$ cat src/rtl/zigbee_pkg.sv
// Shared constants, PN table, state type and
// correlation helpers for the chip despreader.
package zigbee_pkg;

    localparam int CHIP_LEN = 32;
    localparam int SYM_W    = 4;

    // Symbol 0 written c0..c31, so c0 sits at the MSB here.
    localparam logic [31:0] SEQ0_TXT =
        32'b11011001110000110101001000101110;

    typedef enum logic {
        SEARCH = 1'b0,
        TRACK  = 1'b1
    } state_t;

    // Entry k occupies bits [32k+31:32k]; bit i of an entry is chip c_i.
    function automatic logic [511:0] build_pn();
        logic [31:0]  s0;
        logic [31:0]  sk;
        logic [63:0]  dbl;
        logic [511:0] t;
        for (int i = 0; i < 32; i++) begin
            s0[i] = SEQ0_TXT[31-i];
        end
        t = '0;
        for (int k = 0; k < 8; k++) begin
            dbl = {s0, s0} << (4 * k);
            sk  = dbl[63:32];
            t[k*32 +: 32]     = sk;
            t[(k+8)*32 +: 32] = sk ^ 32'hAAAA_AAAA;
        end
        return t;
    endfunction

    localparam logic [511:0] PN_TABLE = build_pn();

    function automatic logic [31:0] pn_seq(input logic [3:0] k);
        return PN_TABLE[{k, 5'd0} +: 32];
    endfunction

    function automatic logic [5:0] popcount32(input logic [31:0] v);
        logic [5:0] n;
        n = '0;
        for (int i = 0; i < 32; i++) begin
            n = n + {5'd0, v[i]};
        end
        return n;
    endfunction

    function automatic logic [5:0] agree32(input logic [31:0] a,
                                           input logic [31:0] b);
        return 6'd32 - popcount32(a ^ b);
    endfunction

endpackage

$ cat src/rtl/chip_despreader_if.sv
// Chip input strobe and symbol result bundle
// between the despreader and its neighbours.
interface chip_despreader_if;
    import zigbee_pkg::*;

    logic             inChip;
    logic             inChipValid;
    logic [SYM_W-1:0] outSymbol;
    logic             outValid;
    logic [5:0]       outMatch;
    logic             outSymbolError;
    logic             outLocked;

    modport slave (
        input  inChip,
        input  inChipValid,
        output outSymbol,
        output outValid,
        output outMatch,
        output outSymbolError,
        output outLocked
    );

    modport master (
        output inChip,
        output inChipValid,
        input  outSymbol,
        input  outValid,
        input  outMatch,
        input  outSymbolError,
        input  outLocked
    );

endinterface

$ cat src/rtl/chip_correlator.sv
// Sequential argmax of a 32-chip snapshot over the
// 16 PN sequences, one candidate per cycle.
module chip_correlator
    import zigbee_pkg::*;
(
    input  logic                i_clk,
    input  logic                i_rst,
    input  logic                i_start,
    input  logic [CHIP_LEN-1:0] i_snap,
    output logic                o_done,
    output logic [SYM_W-1:0]    o_idx,
    output logic [5:0]          o_cnt
);

    logic [CHIP_LEN-1:0] r_snap;
    logic                r_busy;
    logic [SYM_W-1:0]    r_k;
    logic [SYM_W-1:0]    r_best_idx;
    logic [5:0]          r_best_cnt;
    logic [5:0]          w_cnt;
    logic                w_take;

    // Strictly greater keeps the lower index on ties.
    assign w_cnt  = agree32(r_snap, pn_seq(r_k));
    assign w_take = w_cnt > r_best_cnt;
    assign o_done = r_busy && (r_k == 4'd15);
    assign o_idx  = w_take ? r_k : r_best_idx;
    assign o_cnt  = w_take ? w_cnt : r_best_cnt;

    // Snapshot on start, then walk candidates keeping the running best.
    always_ff @(posedge i_clk) begin
        if (i_rst) begin
            r_snap     <= '0;
            r_busy     <= 1'b0;
            r_k        <= '0;
            r_best_idx <= '0;
            r_best_cnt <= '0;
        end else if (i_start) begin
            r_snap     <= i_snap;
            r_busy     <= 1'b1;
            r_k        <= '0;
            r_best_idx <= '0;
            r_best_cnt <= '0;
        end else if (r_busy) begin
            r_best_idx <= o_idx;
            r_best_cnt <= o_cnt;
            r_k        <= r_k + 4'd1;
            if (o_done) begin
                r_busy <= 1'b0;
            end
        end
    end

endmodule

$ cat src/rtl/chip_despreader.sv
// Chip capture, preamble search, symbol tracking
// and result reporting around the correlator.
module chip_despreader
    import zigbee_pkg::*;
#(
    parameter int THRESH   = 26,
    parameter int MAX_MISS = 2
) (
    input logic              inClock,
    input logic              inReset,
    chip_despreader_if.slave bus
);

    state_t              r_state;
    state_t              w_state_nx;
    logic [CHIP_LEN-1:0] r_shift;
    logic [CHIP_LEN-1:0] w_shift_nx;
    logic [4:0]          r_cnt;
    logic [2:0]          r_miss;
    logic [5:0]          w_pre_cnt;
    logic                w_pre_hit;
    logic                w_wrap;
    logic                w_start;
    logic                w_done;
    logic [SYM_W-1:0]    w_idx;
    logic [5:0]          w_best;
    logic                w_accept;
    logic                w_reject;
    logic                w_drop;
    logic                w_valid_nx;
    logic                w_err_nx;

    assign w_shift_nx = {bus.inChip, r_shift[CHIP_LEN-1:1]};
    assign w_pre_cnt  = agree32(w_shift_nx, pn_seq(4'd0));
    assign w_pre_hit  = bus.inChipValid && (r_state == SEARCH)
                        && (w_pre_cnt >= 6'(THRESH));
    assign w_wrap     = bus.inChipValid && (r_state == TRACK)
                        && (r_cnt == 5'(CHIP_LEN - 1));
    assign w_start    = w_pre_hit || w_wrap;

    chip_correlator u_corr (
        .i_clk   (inClock),
        .i_rst   (inReset),
        .i_start (w_start),
        .i_snap  (w_shift_nx),
        .o_done  (w_done),
        .o_idx   (w_idx),
        .o_cnt   (w_best)
    );

    assign w_accept = w_done && (w_best >= 6'(THRESH));
    assign w_reject = w_done && (w_best < 6'(THRESH));
    assign w_drop   = w_reject && ((r_miss + 3'd1) == 3'(MAX_MISS));

    assign bus.outLocked = (r_state == TRACK);

    // Chip shift register, newest chip enters at the top.
    always_ff @(posedge inClock) begin
        if (inReset) begin
            r_shift <= '0;
        end else if (bus.inChipValid) begin
            r_shift <= w_shift_nx;
        end
    end

    // State register.
    always_ff @(posedge inClock) begin
        if (inReset) begin
            r_state <= SEARCH;
        end else begin
            r_state <= w_state_nx;
        end
    end

    // Lock on preamble, drop after too many misses.
    always_comb begin
        w_state_nx = r_state;
        unique case (r_state)
            SEARCH: if (w_pre_hit) w_state_nx = TRACK;
            TRACK:  if (w_drop)    w_state_nx = SEARCH;
            default: w_state_nx = SEARCH;
        endcase
    end

    // Result pulses decoded from the correlator verdict.
    always_comb begin
        w_valid_nx = 1'b0;
        w_err_nx   = 1'b0;
        if (r_state == TRACK) begin
            w_valid_nx = w_accept;
            w_err_nx   = w_reject;
        end
    end

    // Chip/miss counters and registered symbol outputs.
    always_ff @(posedge inClock) begin
        if (inReset) begin
            r_cnt              <= '0;
            r_miss             <= '0;
            bus.outSymbol      <= '0;
            bus.outValid       <= 1'b0;
            bus.outMatch       <= '0;
            bus.outSymbolError <= 1'b0;
        end else begin
            bus.outValid       <= w_valid_nx;
            bus.outSymbolError <= w_err_nx;
            if (w_drop || w_pre_hit) begin
                r_cnt <= '0;
            end else if (bus.inChipValid && (r_state == TRACK)) begin
                r_cnt <= r_cnt + 5'd1;
            end
            if (w_valid_nx) begin
                r_miss <= '0;
            end else if (w_err_nx) begin
                r_miss <= w_drop ? 3'd0 : r_miss + 3'd1;
            end
            if (w_valid_nx || w_err_nx) begin
                bus.outMatch <= w_best;
            end
            if (w_valid_nx) begin
                bus.outSymbol <= w_idx;
            end
        end
    end

endmodule

$ cat src/flat_wrapper.sv
// flat-port wrapper written by rule: the top's interface ports become plain ports
module chip_despreader_flat import zigbee_pkg::*;
#(
    parameter int THRESH   = 26,
    parameter int MAX_MISS = 2
)
  (inClock, inReset, bus_inChip, bus_inChipValid, bus_outSymbol, bus_outValid, bus_outMatch, bus_outSymbolError, bus_outLocked);
  chip_despreader_if bus_i ();
  input logic inClock;
  input logic inReset;
  input wire logic [$bits(bus_i.inChip)-1:0] bus_inChip;
  input wire logic [$bits(bus_i.inChipValid)-1:0] bus_inChipValid;
  output wire logic [$bits(bus_i.outSymbol)-1:0] bus_outSymbol;
  output wire logic [$bits(bus_i.outValid)-1:0] bus_outValid;
  output wire logic [$bits(bus_i.outMatch)-1:0] bus_outMatch;
  output wire logic [$bits(bus_i.outSymbolError)-1:0] bus_outSymbolError;
  output wire logic [$bits(bus_i.outLocked)-1:0] bus_outLocked;
  assign bus_i.inChip = bus_inChip;
  assign bus_i.inChipValid = bus_inChipValid;
  assign bus_outSymbol = bus_i.outSymbol;
  assign bus_outValid = bus_i.outValid;
  assign bus_outMatch = bus_i.outMatch;
  assign bus_outSymbolError = bus_i.outSymbolError;
  assign bus_outLocked = bus_i.outLocked;
  chip_despreader #(.THRESH(THRESH), .MAX_MISS(MAX_MISS)) u_core (.inClock(inClock), .inReset(inReset), .bus(bus_i));
endmodule
$ cat config.mk
export PLATFORM = sky130hd
export DESIGN_NAME = chip_despreader_flat
export DESIGN_NICKNAME = d
export VERILOG_FILES = /design/src/rtl/zigbee_pkg.sv /design/src/rtl/chip_despreader_if.sv /design/src/rtl/chip_correlator.sv /design/src/rtl/chip_despreader.sv /design/src/flat_wrapper.sv
export SDC_FILE = /design/constraint.sdc
export NUM_CORES = 1
export LEC_CHECK = 0
export CORE_AREA = 2 2 137 99
export DETAILED_ROUTE_END_ITERATION = 7
export DIE_AREA = 0 0 139 101
export GPL_TIMING_DRIVEN = 0
export PLACE_DENSITY = 0.76
export SETUP_SLACK_MARGIN = 0.1
export SLEW_MARGIN = 20
export SYNTH_ARGS = -nofsm -noshare
export SYNTH_HDL_FRONTEND = slang
export SYNTH_HIERARCHICAL = 1
export SYNTH_SLANG_ARGS = --single-unit
$ cat constraint.sdc
create_clock -name inClock -period 9 [get_ports inClock]
set_clock_uncertainty 0.1 [all_clocks]
set_input_delay 0.9 -clock inClock [delete_from_list [all_inputs] [get_ports inClock]]
set_output_delay 0.9 -clock inClock [all_outputs]
set_load 0.01 [all_outputs]
==> CHANGELOG.md <==
### Implementation results

- M1 GR Usage: 30.1%
- Yosys Instances: 745
- Hold Path Depth: 2
- TritonCTS clock tree: yes
- Reg-to-Reg End: u_core/r_miss[1]
- Startpoint Class: flip-flop
- Cts bufs inserted: 9
- Design Area, Final: ~0.0079 mm2
- Clk Latency, worst-skew pair: 0.35 ns
- Yosys stat area: 0.00709 mm2
- Ys async rst share: 0%
- Post-cts gate resize count: 12
- Critical path peak fanout: 6
- Worst R2R Path Depth: 33
- CP Class: reg2reg
- Met2 wire length: between 6 and 7 mm
- Clk cell area share: under 10%
- Worst slew margin: between 60% and 70%
- Max-area cell class: logic gates
- Worst Setup EP: u_core/r_miss[1]
- Critical path required time: slightly above 9 ns
- Syn-to-layout area delta: 11.9%
- Max incr delay on CP: 0.54 ns
- Biggest register: u_core/u_corr/r_snap
- Yosys cell types: about 47
- First-pass DRT Iterations: 5
- Init Core Util: between 50 and 60%
- Area after DPL: between 0.007 and 0.008 mm2
- Total placed cells including tap cells: about 930
- Period utilization: approximately 96%
- Postcts setup bufs: 5
- Most common logic cells in the final layout: inv_1, dfxtp_1, nor2_1, mux2i_1, ha_1
- Critical path arrival: approximately 8.8 ns
- Initial antenna violation count: 0
- Mapped Cells: approximately 750
- Number of buffer cells added on primary ports: 15
- Critical Path End Type: flip-flop
- Warning total across the stage logs: 35
- Hold Path End: u_core/bus.outMatch[0]
- Nets: ~920
- Final Util: between 60% and 70%
- Wire length on met1: slightly above 7 mm
- Worst hold start: u_core/bus.outMatch[0]
- Worst hold path class: reg2reg
- Worst-margin pin slew: roughly 0.54 ns
- Comb area share: a little under three fifths
- # clock sinks: between 90 and 100
- Syn nets: slightly below 900
- GR Util All Layers: between 20% and 30%
- Area fraction in compound gates: 5.12%
- Final setup margin: about 0.37 ns
- Most common cell in the netlist: inv_1
- Adder share: between 20 and 30%
- Logic area: approximately 0.0045 mm2
- Post-Synth Simple-Gate Area: a little over a tenth
- Number of global-route vias before repair: ~5100
- Reg2reg setup slack: roughly 0.37 ns
- Rows: 35
- WHS: 0.362 ns
- FMAX: 0.116 GHz
- RSZ-0062 raised after global routing: false
- Crit path from: u_core/u_corr/r_k[0]
- Die y size: between 100 and 150 um
- Yosys reg bits: a little under 100
- Width of the die: 139 um
- Flop share of the area: 25.1%
- Signal buffers: about 60
- Primary FF master, synth: dfxtp_1
- Setup TNS Final: 0 ns
- Clock-pin slew on the worst setup and hold paths: around 0.070 ns
- Antenna diode count: 0
- GRT overflow: 0
- Final Non-Filler Cells: 956
- Top Registers: u_core/u_corr/r_snap: 32 flops, u_core/r_shift: 31 flops
- Top cell type's share of synthesized area: between 20 and 30%
- Max Cap Viol: 0
- RD Place Congestion: ~0.9
- Count of buffer and inverter cells on the critical path: 8
- Core area: about 0.013 mm2
- Die area: 0.0140 mm2
- CTS Buffer Depth: 2
- GR Util met3: ~4.8%
- Commonest cells in the netlist: inv_1, dfxtp_1, nor2_1, ha_1, mux2i_1
- Outcome: finished clean
- Fillers: 1057
- Post-synthesis sequential area ratio: 28.0%
- H-tree lvl count: 3
- Grt peak-use layer: met2
- Number of endpoints failing setup at the final stage: 0
- Most used cell, CP: fa_1
- Slowest stage cell on the critical path: fa_1
- Commonest Layout Cell: inv_1
- Mean routed wirelength per cell: approximately 15 um
- Share of cells above drive strength 1: between 10% and 20%
- Clkbuf count: 11
- Pins over their slew limit: 0
- Mapped cell area: about 0.007 mm2
- Max reg flops: 32
- DR vias: around 5000
- Crit path depth: 33
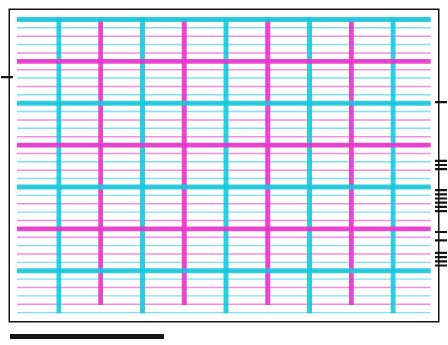
pdn.png
The bar under the picture is 50 um long. Pins as bars on the die edge.
Key: magenta = VDD; cyan = VSS
9 straps on met4. 17 signal pins sit on the boundary.

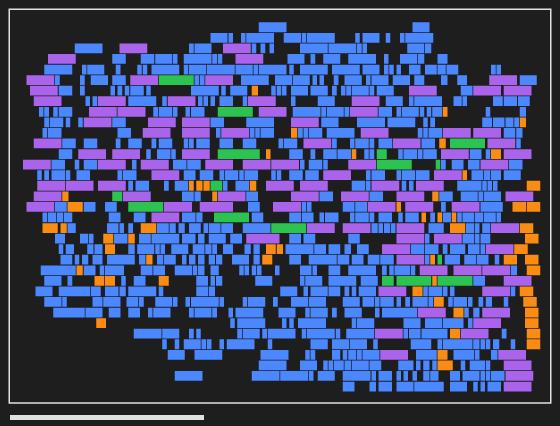
cell_classes.png
The bar under the picture is 50 um long.
Key: purple = flip-flops [cells 99, share of their area 26%]; green = clock drivers and dummy loads [cells 16, share of their area 3.8%]; blue = all other logic [cells 615, share of their area 65%]; orange = other buffers and delay cells [cells 60, share of their area 5.5%]

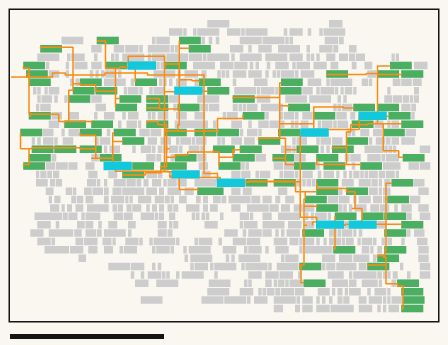
clock_map.png
The bar under the picture is 50 um long.
Key: green = flip-flops [count 99]; cyan = cells driving clock nets [count 9]; orange = clock wires [length 1120 um]
There are 10 routed clock nets.

